### Where the registers sit, run 1

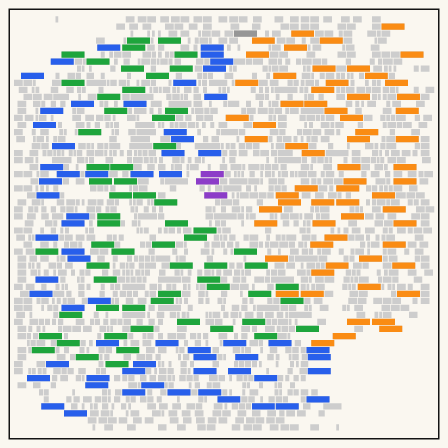
### Signal wires by layer, run 1

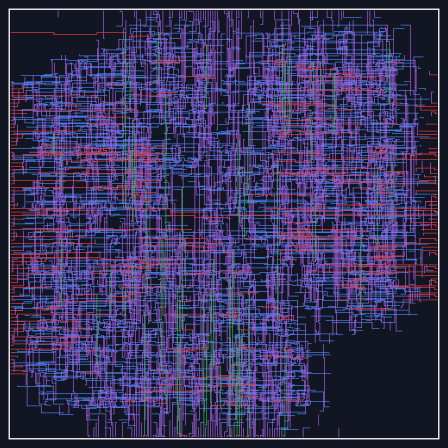
### I/O pins on the die edge, run 1

Pins as bars across the die edge, other pins in gray.
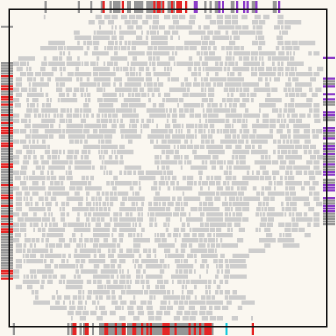
<file path="config.mk">
export PLATFORM = sky130hd
export DESIGN_NAME = rv_fetch_aligner
export DESIGN_NICKNAME = d
export VERILOG_FILES = /design/src/rtl/rv_fetch_aligner.sv
export SDC_FILE = /design/constraint.sdc
export NUM_CORES = 1
export LEC_CHECK = 0
export CAP_MARGIN = 20
export CORE_UTILIZATION = 47
export DETAILED_ROUTE_END_ITERATION = 7
export MAX_ROUTING_LAYER = met4
export PLACE_DENSITY = 0.74
export SLEW_MARGIN = 5
export SYNTH_ARGS = -nofsm -noshare
export SYNTH_HDL_FRONTEND = slang
export SYNTH_SLANG_ARGS = --single-unit
export TNS_END_PERCENT = 100
</file>
<file path="constraint.sdc">
create_clock -name clock -period 7 [get_ports clock]
set_clock_uncertainty 0.2 [all_clocks]
set_input_delay 1.75 -clock clock [delete_from_list [all_inputs] [get_ports clock]]
set_output_delay 1.75 -clock clock [all_outputs]
set_load 0.01 [all_outputs]
</file>
<file path="src/rtl/rv_fetch_aligner.sv">
// rtl/rv_fetch_aligner.sv - splits fetch words into parcels and presents whole RISC-V instructions
module rv_fetch_aligner #(
    parameter bit          rv64     = 1'b1,
    parameter logic [63:0] reset_pc = 64'h0,
    localparam int         xlen     = rv64 ? 64 : 32
) (
    input  logic            clock,
    input  logic            reset,
    input  logic            redirect,
    input  logic [xlen-1:0] redirect_pc,
    output logic [xlen-1:0] fetch_addr,
    input  logic            fetch_valid,
    input  logic [31:0]     fetch_data,
    output logic            fetch_ready,
    output logic            inst_valid,
    output logic [31:0]     inst,
    output logic [xlen-1:0] inst_pc,
    input  logic            inst_ready
);

    localparam logic [xlen-1:0] reset_pc_x = reset_pc[xlen-1:0];
    localparam logic [xlen-1:0] word_mask  = ~xlen'(3);
    localparam logic [xlen-1:0] half_mask  = ~xlen'(1);

    logic [15:0]     q         [4];
    logic [15:0]     shifted   [4];
    logic [15:0]     q_next    [4];
    logic [2:0]      count;
    logic [2:0]      count_next;
    logic [2:0]      survivors;
    logic [2:0]      pop_cnt;
    logic [2:0]      push_cnt;
    logic [xlen-1:0] pc;
    logic            skip;
    logic            compressed;
    logic            accept;
    logic            consume;

    assign compressed  = q[0][1:0] != 2'b11;
    assign inst_valid  = !redirect && ((count != 3'd0 && compressed) || count >= 3'd2);
    assign fetch_ready = !redirect && count <= 3'd2;
    assign accept      = fetch_valid && fetch_ready;
    assign consume     = inst_valid && inst_ready;
    assign inst_pc     = pc;

    assign pop_cnt    = !consume ? 3'd0 : (compressed ? 3'd1 : 3'd2);
    assign push_cnt   = !accept  ? 3'd0 : (skip ? 3'd1 : 3'd2);
    assign survivors  = count - pop_cnt;
    assign count_next = survivors + push_cnt;

    // Upper half is zeroed for compressed parcels so the output does not change
    // when a new word lands behind a stalled instruction.
    always_comb begin
        inst = 32'h0000_0000;
        if (count >= 3'd2 && !compressed) begin
            inst = {q[1], q[0]};
        end else if (count != 3'd0) begin
            inst = {16'h0000, q[0]};
        end
    end

    // Pop from the front first, then append the new parcels after the survivors.
    always_comb begin
        shifted = q;
        case (pop_cnt)
            3'd1: begin
                shifted[0] = q[1];
                shifted[1] = q[2];
                shifted[2] = q[3];
            end
            3'd2: begin
                shifted[0] = q[2];
                shifted[1] = q[3];
            end
            default: ;
        endcase
        q_next = shifted;
        if (accept) begin
            for (int i = 0; i < 4; i++) begin
                if (3'(i) == survivors) begin
                    q_next[i] = skip ? fetch_data[31:16] : fetch_data[15:0];
                end else if (!skip && 3'(i) == survivors + 3'd1) begin
                    q_next[i] = fetch_data[31:16];
                end
            end
        end
    end

    always_ff @(posedge clock or posedge reset) begin
        if (reset) begin
            q          <= '{default: 16'h0000};
            count      <= 3'd0;
            skip       <= reset_pc_x[1];
            fetch_addr <= reset_pc_x & word_mask;
            pc         <= reset_pc_x;
        end else if (redirect) begin
            count      <= 3'd0;
            skip       <= redirect_pc[1];
            fetch_addr <= redirect_pc & word_mask;
            pc         <= redirect_pc & half_mask;
        end else begin
            q     <= q_next;
            count <= count_next;
            if (accept) begin
                fetch_addr <= fetch_addr + xlen'(4);
                skip       <= 1'b0;
            end
            if (consume) begin
                pc <= pc + (compressed ? xlen'(2) : xlen'(4));
            end
        end
    end

endmodule
</file>
==> metrics.log, run 1 <==
[metrics] run summary
[metrics] outcome: complete, but fails checks
[metrics] violations in the final reports: design-rule violations
[metrics] flip-flops with a built-in enable: 0
[metrics] number of warnings printed during yosys synthesis: 0
[metrics] crit-path leading delay family: buffers and inverters
[metrics] Bufs on Longest Clock Path: 2
[metrics] hold buffer count at cts: 0
[metrics] count of cells along the worst hold path: 2
[metrics] Critical-path top delay cell: fa_1
[metrics] Port Buffers: 258
[metrics] number of ordinary and repair buffers in the finished layout: around 290
[metrics] Power Internal: 0.00293 W
[metrics] clock slew at reported path FFs: 0.08 ns
[metrics] min Tclk post-route: 5.59 ns
[metrics] tally of OpenROAD warnings: 30
[metrics] Synth logic family: simple AND/OR/NAND/NOR gates
[metrics] final hold viol count: 0
[metrics] pre-CTS setup slack: about 1 ns
[metrics] sequential fraction of design power: 0.326
[metrics] worst hold path startpoint: q[3]
[metrics] area fraction in xor and xnor cells: 0.0237
[metrics] number of buffers and inverters on the critical path: 3
[metrics] final worst hold slack: ~0.32 ns
[metrics] launching point of the worst reg2reg path: q[48]
[metrics] largest cell class by area: combinational gates
[metrics] cell count along the critical path: 14
[metrics] worst min path class: reg -> reg
[metrics] net total in the final layout: 1,744
[metrics] number of non-filler instances in the completed layout: roughly 2,000
[metrics] final-layout fill cell count: 2,256
[metrics] number of synthesized register bits: 193
[metrics] Yosys cell types: 65
[metrics] drt drc: 24
[metrics] share of power burned in the clock network: 0.193
[metrics] fraction of synthesis flops using an asynchronous set or reset pin: 1.00
[metrics] sequential fraction of the synthesis area: 0.384
[metrics] multi-input gate count: 1,107
[metrics] reg-to-reg setup timing slack: around 2.7 ns
[metrics] largest net degree at the start of global routing: 134
Notes on 'Where the registers sit' above:
q: shown in orange, sequential cells 64. fetch_addr: shown in green, sequential cells 62. count: shown in purple, sequential cells 3. inst_pc: shown in blue, sequential cells 63.
Another 1 sequential cells are not colored.
power drawn by the sequential cells: 0.00168 W
share of the core filled with cells: 0.615
sequential cell area share: 0.300
area taken by flip-flops and latches: 4830 um2

Notes on 'Signal wires by layer' above:
met2: shown in purple, wire length 20.0 mm. met4: shown in green, wire length 1,670 um. met1: shown in blue, wire length 17,500 um. met3: shown in red, wire length 3,680 um.
Routed WL per cell: 21.6 um
total track usage: 0.323

Notes on 'I/O pins on the die edge' above:
inst: shown in purple, pins 32, direction output, edge 23 right, 9 top. reset: shown in cyan, pins 1, direction input, edge bottom. inst_pc: shown in red, pins 64, direction output, edge 27 bottom, 26 left, 11 top.
All pins by edge: 85 left, 76 bottom, 55 top, 47 right.

run 1: Yosys cell counts (3+ instances only):
library cell  count  area [um2]
buf_4             3        22.5
nand4_1          50         313
inv_2             3        11.3
nand2b_1          4        25.0
nand3_1          58         290
nor3b_1           3        22.5
and2_1           22         138
a31o_2            3        26.3
mux2i_1         103        1030
xnor2_1          11        96.3
a21oi_1          88         440
o311ai_0         22         193
ha_1              6        75.1
nand4_2           3        37.5
nand2_1         127         477
buf_2            12        60.1
o31ai_1          40         300
and3_1           48         300
or3_1            19         119
nand3b_1          3        22.5
o21ai_0          81         405
fa_1              3        60.1
a31oi_1          42         263
and4_1            8        70.1
dfrtp_1         193        4830
a22oi_1           9        67.6
inv_1            24        90.1
o31a_1            4        35.0
o21ai_1           7        35.0
nand4b_1          4        35.0
nand4bb_1         3        33.8
nor3_1           24         120
nor4_1           15        93.8
xor2_1           23         201
clkbuf_1         77         289
o22ai_1           6        37.5
nor2_1           97         364
o211ai_1         27         203
buf_1             5        18.8
mux2_2           18         203
or4_1            32         240
nor2b_1          25         156
a221o_1          34         340
nor4_4            5         106
run 1: flip-flops by register name (all words and copies together) (netlist names):
name        count
q              64
count           3
skip            1
fetch_addr     62
inst_pc        63
run 1: power by group through the flow:
stage	Clock (W)	Combinational, W	Sequential [W]
floorplan	0	0.00155	0.00163
global placement	0	0.00234	0.00167
detailed placement	0	0.00243	0.00168
CTS	0.000994	0.00244	0.00166
global route	0.00104	0.00267	0.00171
finish	0.000992	0.00247	0.00168
run 1: placed cells by master, fill, tap and decap left out, types with 4 or more instances in the layout:
cell | synthesis | final
clkdlybuf4s50_1 | 0 | 257
dfrtp_1 | 193 | 193
nand2_1 | 127 | 126
mux2i_1 | 103 | 103
nor2_1 | 97 | 96
a21oi_1 | 88 | 86
o21ai_0 | 81 | 80
nand3_1 | 58 | 58
nand4_1 | 50 | 50
and3_1 | 48 | 48
a31oi_1 | 42 | 42
o31ai_1 | 40 | 40
a221o_1 | 34 | 34
or4_1 | 32 | 32
buf_4 | 3 | 30
o211ai_1 | 27 | 27
nor2b_1 | 25 | 25
inv_1 | 24 | 23
xor2_1 | 23 | 23
and2_1 | 22 | 22
o311ai_0 | 22 | 22
nor3_1 | 24 | 19
or3_1 | 19 | 19
mux2_2 | 18 | 18
clkbuf_16 | 0 | 17
nor4_1 | 15 | 15
xnor2_1 | 11 | 11
a22oi_1 | 9 | 9
and4_1 | 8 | 8
nor3_2 | 1 | 6
o21ai_1 | 7 | 6
o22ai_1 | 6 | 6
ha_1 | 6 | 6
inv_6 | 0 | 6
nor4_4 | 5 | 5
nand4b_1 | 4 | 4
o31a_1 | 4 | 4
nand2b_1 | 4 | 4
run 1: metal layers:
| layer | GRT usage | vias up | part of all wire | wire (um) |
|---|---|---|---|---|
| li1 | - | 5838 | - | - |
| met1 | 0.414 | 6230 | 0.41 | 17500 |
| met2 | 0.493 | 685 | 0.47 | 20000 |
| met3 | 0.0609 | 121 | 0.086 | 3680 |
| met4 | 0.150 | 0 | 0.039 | 1670 |
| met5 | - | - | 0 | 0 |
### The clock network, run 1

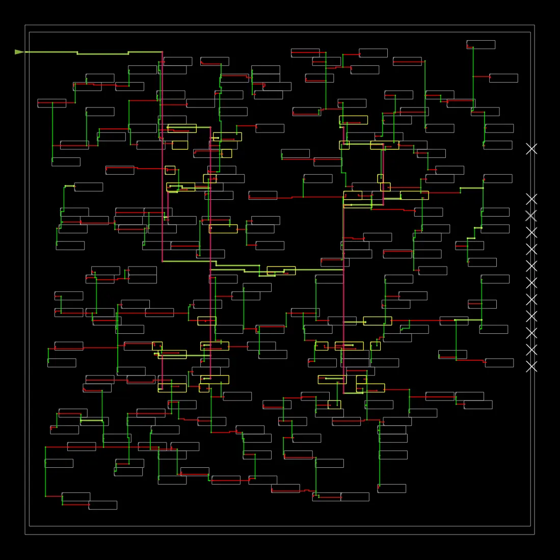

==> run 2, diff against run 1 <==
--- a/config.mk
+++ b/config.mk
@@ -6,10 +6,10 @@
 export NUM_CORES = 1
 export LEC_CHECK = 0
 export CAP_MARGIN = 20
-export CORE_UTILIZATION = 47
+export CORE_UTILIZATION = 52
 export DETAILED_ROUTE_END_ITERATION = 7
 export MAX_ROUTING_LAYER = met4
-export PLACE_DENSITY = 0.74
+export PLACE_DENSITY = 0.78
 export SLEW_MARGIN = 5
 export SYNTH_ARGS = -nofsm -noshare
 export SYNTH_HDL_FRONTEND = slang
==> constraint.sdc (replaced) <==
create_clock -name clock -period 5.3 [get_ports clock]
set_clock_uncertainty 0.2 [all_clocks]
set_input_delay 1.325 -clock clock [delete_from_list [all_inputs] [get_ports clock]]
set_output_delay 1.325 -clock clock [all_outputs]
set_load 0.01 [all_outputs]
### The clock network, run 2

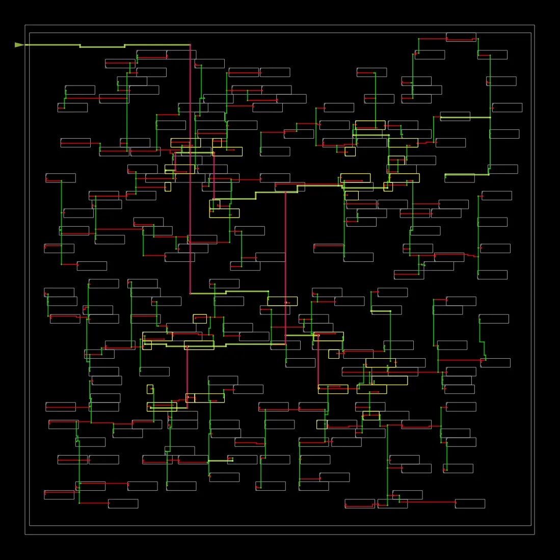
total clock sinks: 193
clock group power: 0.00131 W
sequential cells: 193

==> metrics.log, run 2 <==
[metrics] run summary
[metrics] outcome: finished, final reports clean (was complete, but fails checks)
[metrics] share of the core filled with cells: 0.684 (was 0.615)
[metrics] net total in the final layout: 1,757 (was 1,744)
[metrics] clock buffers created by TritonCTS: 17 (unchanged)
[metrics] number of warnings printed during yosys synthesis: 0 (unchanged)
[metrics] min Tclk post-route: approximately 4.6 ns
[metrics] final worst hold slack: 0.309 ns (was 0.316 ns)
[metrics] most frequent cells in the layout: 257 x clkdlybuf4s50_1, 193 x dfrtp_1, 126 x nand2_1, 103 x mux2i_1, 95 x nor2_1 (was 257 x clkdlybuf4s50_1, 193 x dfrtp_1, 126 x nand2_1, 103 x mux2i_1, 96 x nor2_1)
[metrics] multiplexer share of the synthesized area: 0.0982 (unchanged)
[metrics] sequential fraction of the synthesis area: 0.384 (unchanged)
[metrics] tally of OpenROAD warnings: 27 (was 30)
[metrics] number of buffers and inverters on the critical path: 5 (was 3)
[metrics] Post-Synthesis Cell Area: 12,600 um2 (unchanged)
[metrics] crit-path leading delay family: buffers and inverters (unchanged)
[metrics] number of synthesized register bits: 193 (unchanged)
[metrics] worst min path class: reg -> reg (unchanged)
[metrics] Largest register FFs: 64 (unchanged)
[metrics] total cell area reported by yosys after synthesis: 12,600 um2 (unchanged)
[metrics] most numerous logic cell after layout: clkdlybuf4s50_1 (unchanged)
[metrics] area share of the largest cell type after synthesis: 0.384 (unchanged)
[metrics] number of non-filler instances in the completed layout: 1,980 (was 1,982)
[metrics] largest net degree at the start of global routing: 90 (was 134)
[metrics] Synth Area in Compound Gates: 0.197 (unchanged)
[metrics] total track usage: 0.353 (was 0.323)
[metrics] adder and majority gate portion of the synthesized area: 0.0108 (unchanged)
[metrics] area fraction in xor and xnor cells: 0.0237 (unchanged)
[metrics] Port Buffers: 258 (unchanged)
[metrics] Post-synth area hogs: dfrtp_1 38%, mux2i_1 8.2%, nand2_1 3.8% (unchanged)
[metrics] most used standard cells in the synthesized netlist: 193 x dfrtp_1, 127 x nand2_1, 103 x mux2i_1 (unchanged)
[metrics] most numerous cell in the Yosys netlist: dfrtp_1 (unchanged)
[metrics] Yosys cell types: 65 (unchanged)
[metrics] wire length of the first global-routing pass: 66.1 mm (was 66.7 mm)
[metrics] clock slew at reported path FFs: 0.07 ns (was 0.08 ns)
[metrics] total power density per cell area: 424 nW/um2 (was 319 nW/um2)
[metrics] hold buffer count at cts: 0 (unchanged)
[metrics] Setup Total Neg Slack: 0 ns (unchanged)
[metrics] drt drc: 0 (was 24)
[metrics] Slew @ Worst Pin: 1.12 ns (was 1.05 ns)
[metrics] Bufs on Longest Clock Path: 2 (unchanged)
[metrics] most flop-heavy register: q (unchanged)
[metrics] fraction of synthesis flops using an asynchronous set or reset pin: 1.00 (unchanged)
[metrics] Synth logic family: simple AND/OR/NAND/NOR gates (unchanged)
[metrics] Critical-path top delay cell: clkdlybuf4s50_1 (was fa_1)
[metrics] cell type with the largest total area after synthesis: dfrtp_1 (unchanged)
[metrics] final hold viol count: 0 (unchanged)
[metrics] flip-flops with a built-in enable: 0 (unchanged)
[metrics] relative slew slack: 0.250 (was 0.297)
[metrics] Routed WL per cell: 21.5 um (was 21.6 um)
### Gate families picked out, run 2

Scale bar: 50 um.
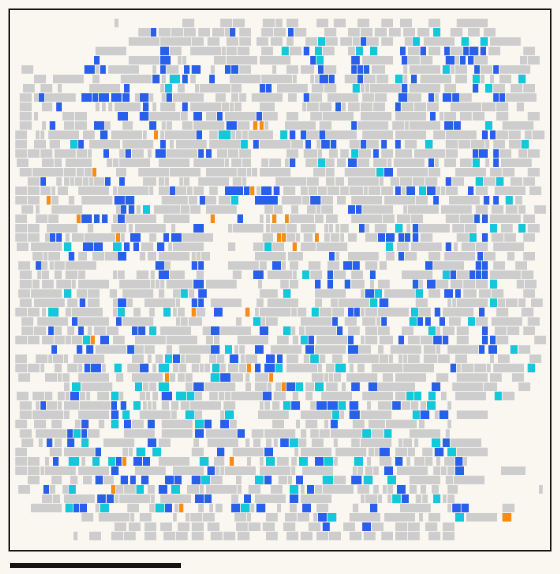
inverting AOI/OAI gates: shown in blue, cells 331, where widely spread. inverters: shown in orange, cells 27. AND and OR gates: shown in cyan, cells 134, where widely spread.

## run 2: worst paths after layout
path,slack [ns],start,to,cells after the start
max,0.72,inst_ready,q[60],16
min,0.31,q[15],q[15],2
max reg2reg,1.49,q[48],inst_pc[43],9
min reg2reg,0.31,q[15],q[15],2
max in group asynchronous,2.98,reset,inst_pc[26],3
min in group asynchronous,0.98,reset,inst_pc[55],2
## run 2: logic make-up after synthesis
logic type	count (synthesis)
AND-OR/OR-AND	378
XOR/XNOR	34
adder cells (fa/ha/maj)	9
buffers and inverters	124
flip-flops	193
multiplexers	121
other	1
AND/OR/NAND/NOR	562
## run 2: cell type report
cell class                 instances  area [um2]
clock inverter                    13         128
timing repair buffer             301        2920
inverter                          27         105
multi-input combinational       1107        7320
antenna                            1        2.50
sequential                       193        4830
fill                            1914        7460
clock buffer                      19         453
tap                              319         399
## run 2: where the power goes
part / switching (W) / internal (W)
clock: 0.000623 / 0.000683
combinational: 0.00186 / 0.00147
sequential: 0.000392 / 0.00182
total: 0.00287 / 0.00397
## run 2: worst min-delay path: cells and delay by family (launching register included)
family	cells	cell delay (ns)
and+or+nand+nor	1	0.05
DFF	1	0.37
AOI/OAI and AO/OA	1	0.06
## run 2: stage by stage
step	setup WS (ns)	instance area (um2)
after floorplan	0.0564	12600
after global placement	0.447	15600
after detailed placement	0.314	15600
after CTS	0.739	16100
after global routing	0.522	16200
final	0.724	16200
## run 2: metal layers
metal | vias to the layer above | global-route usage | share of wire
met3 | 90 | 0.0584 | 0.086
met2 | 704 | 0.544 | 0.47
li1 | 5850 | - | -
met5 | - | - | 0
met4 | 0 | 0.142 | 0.032
met1 | 6309 | 0.465 | 0.42
Power and IR drop assume default switching activity.
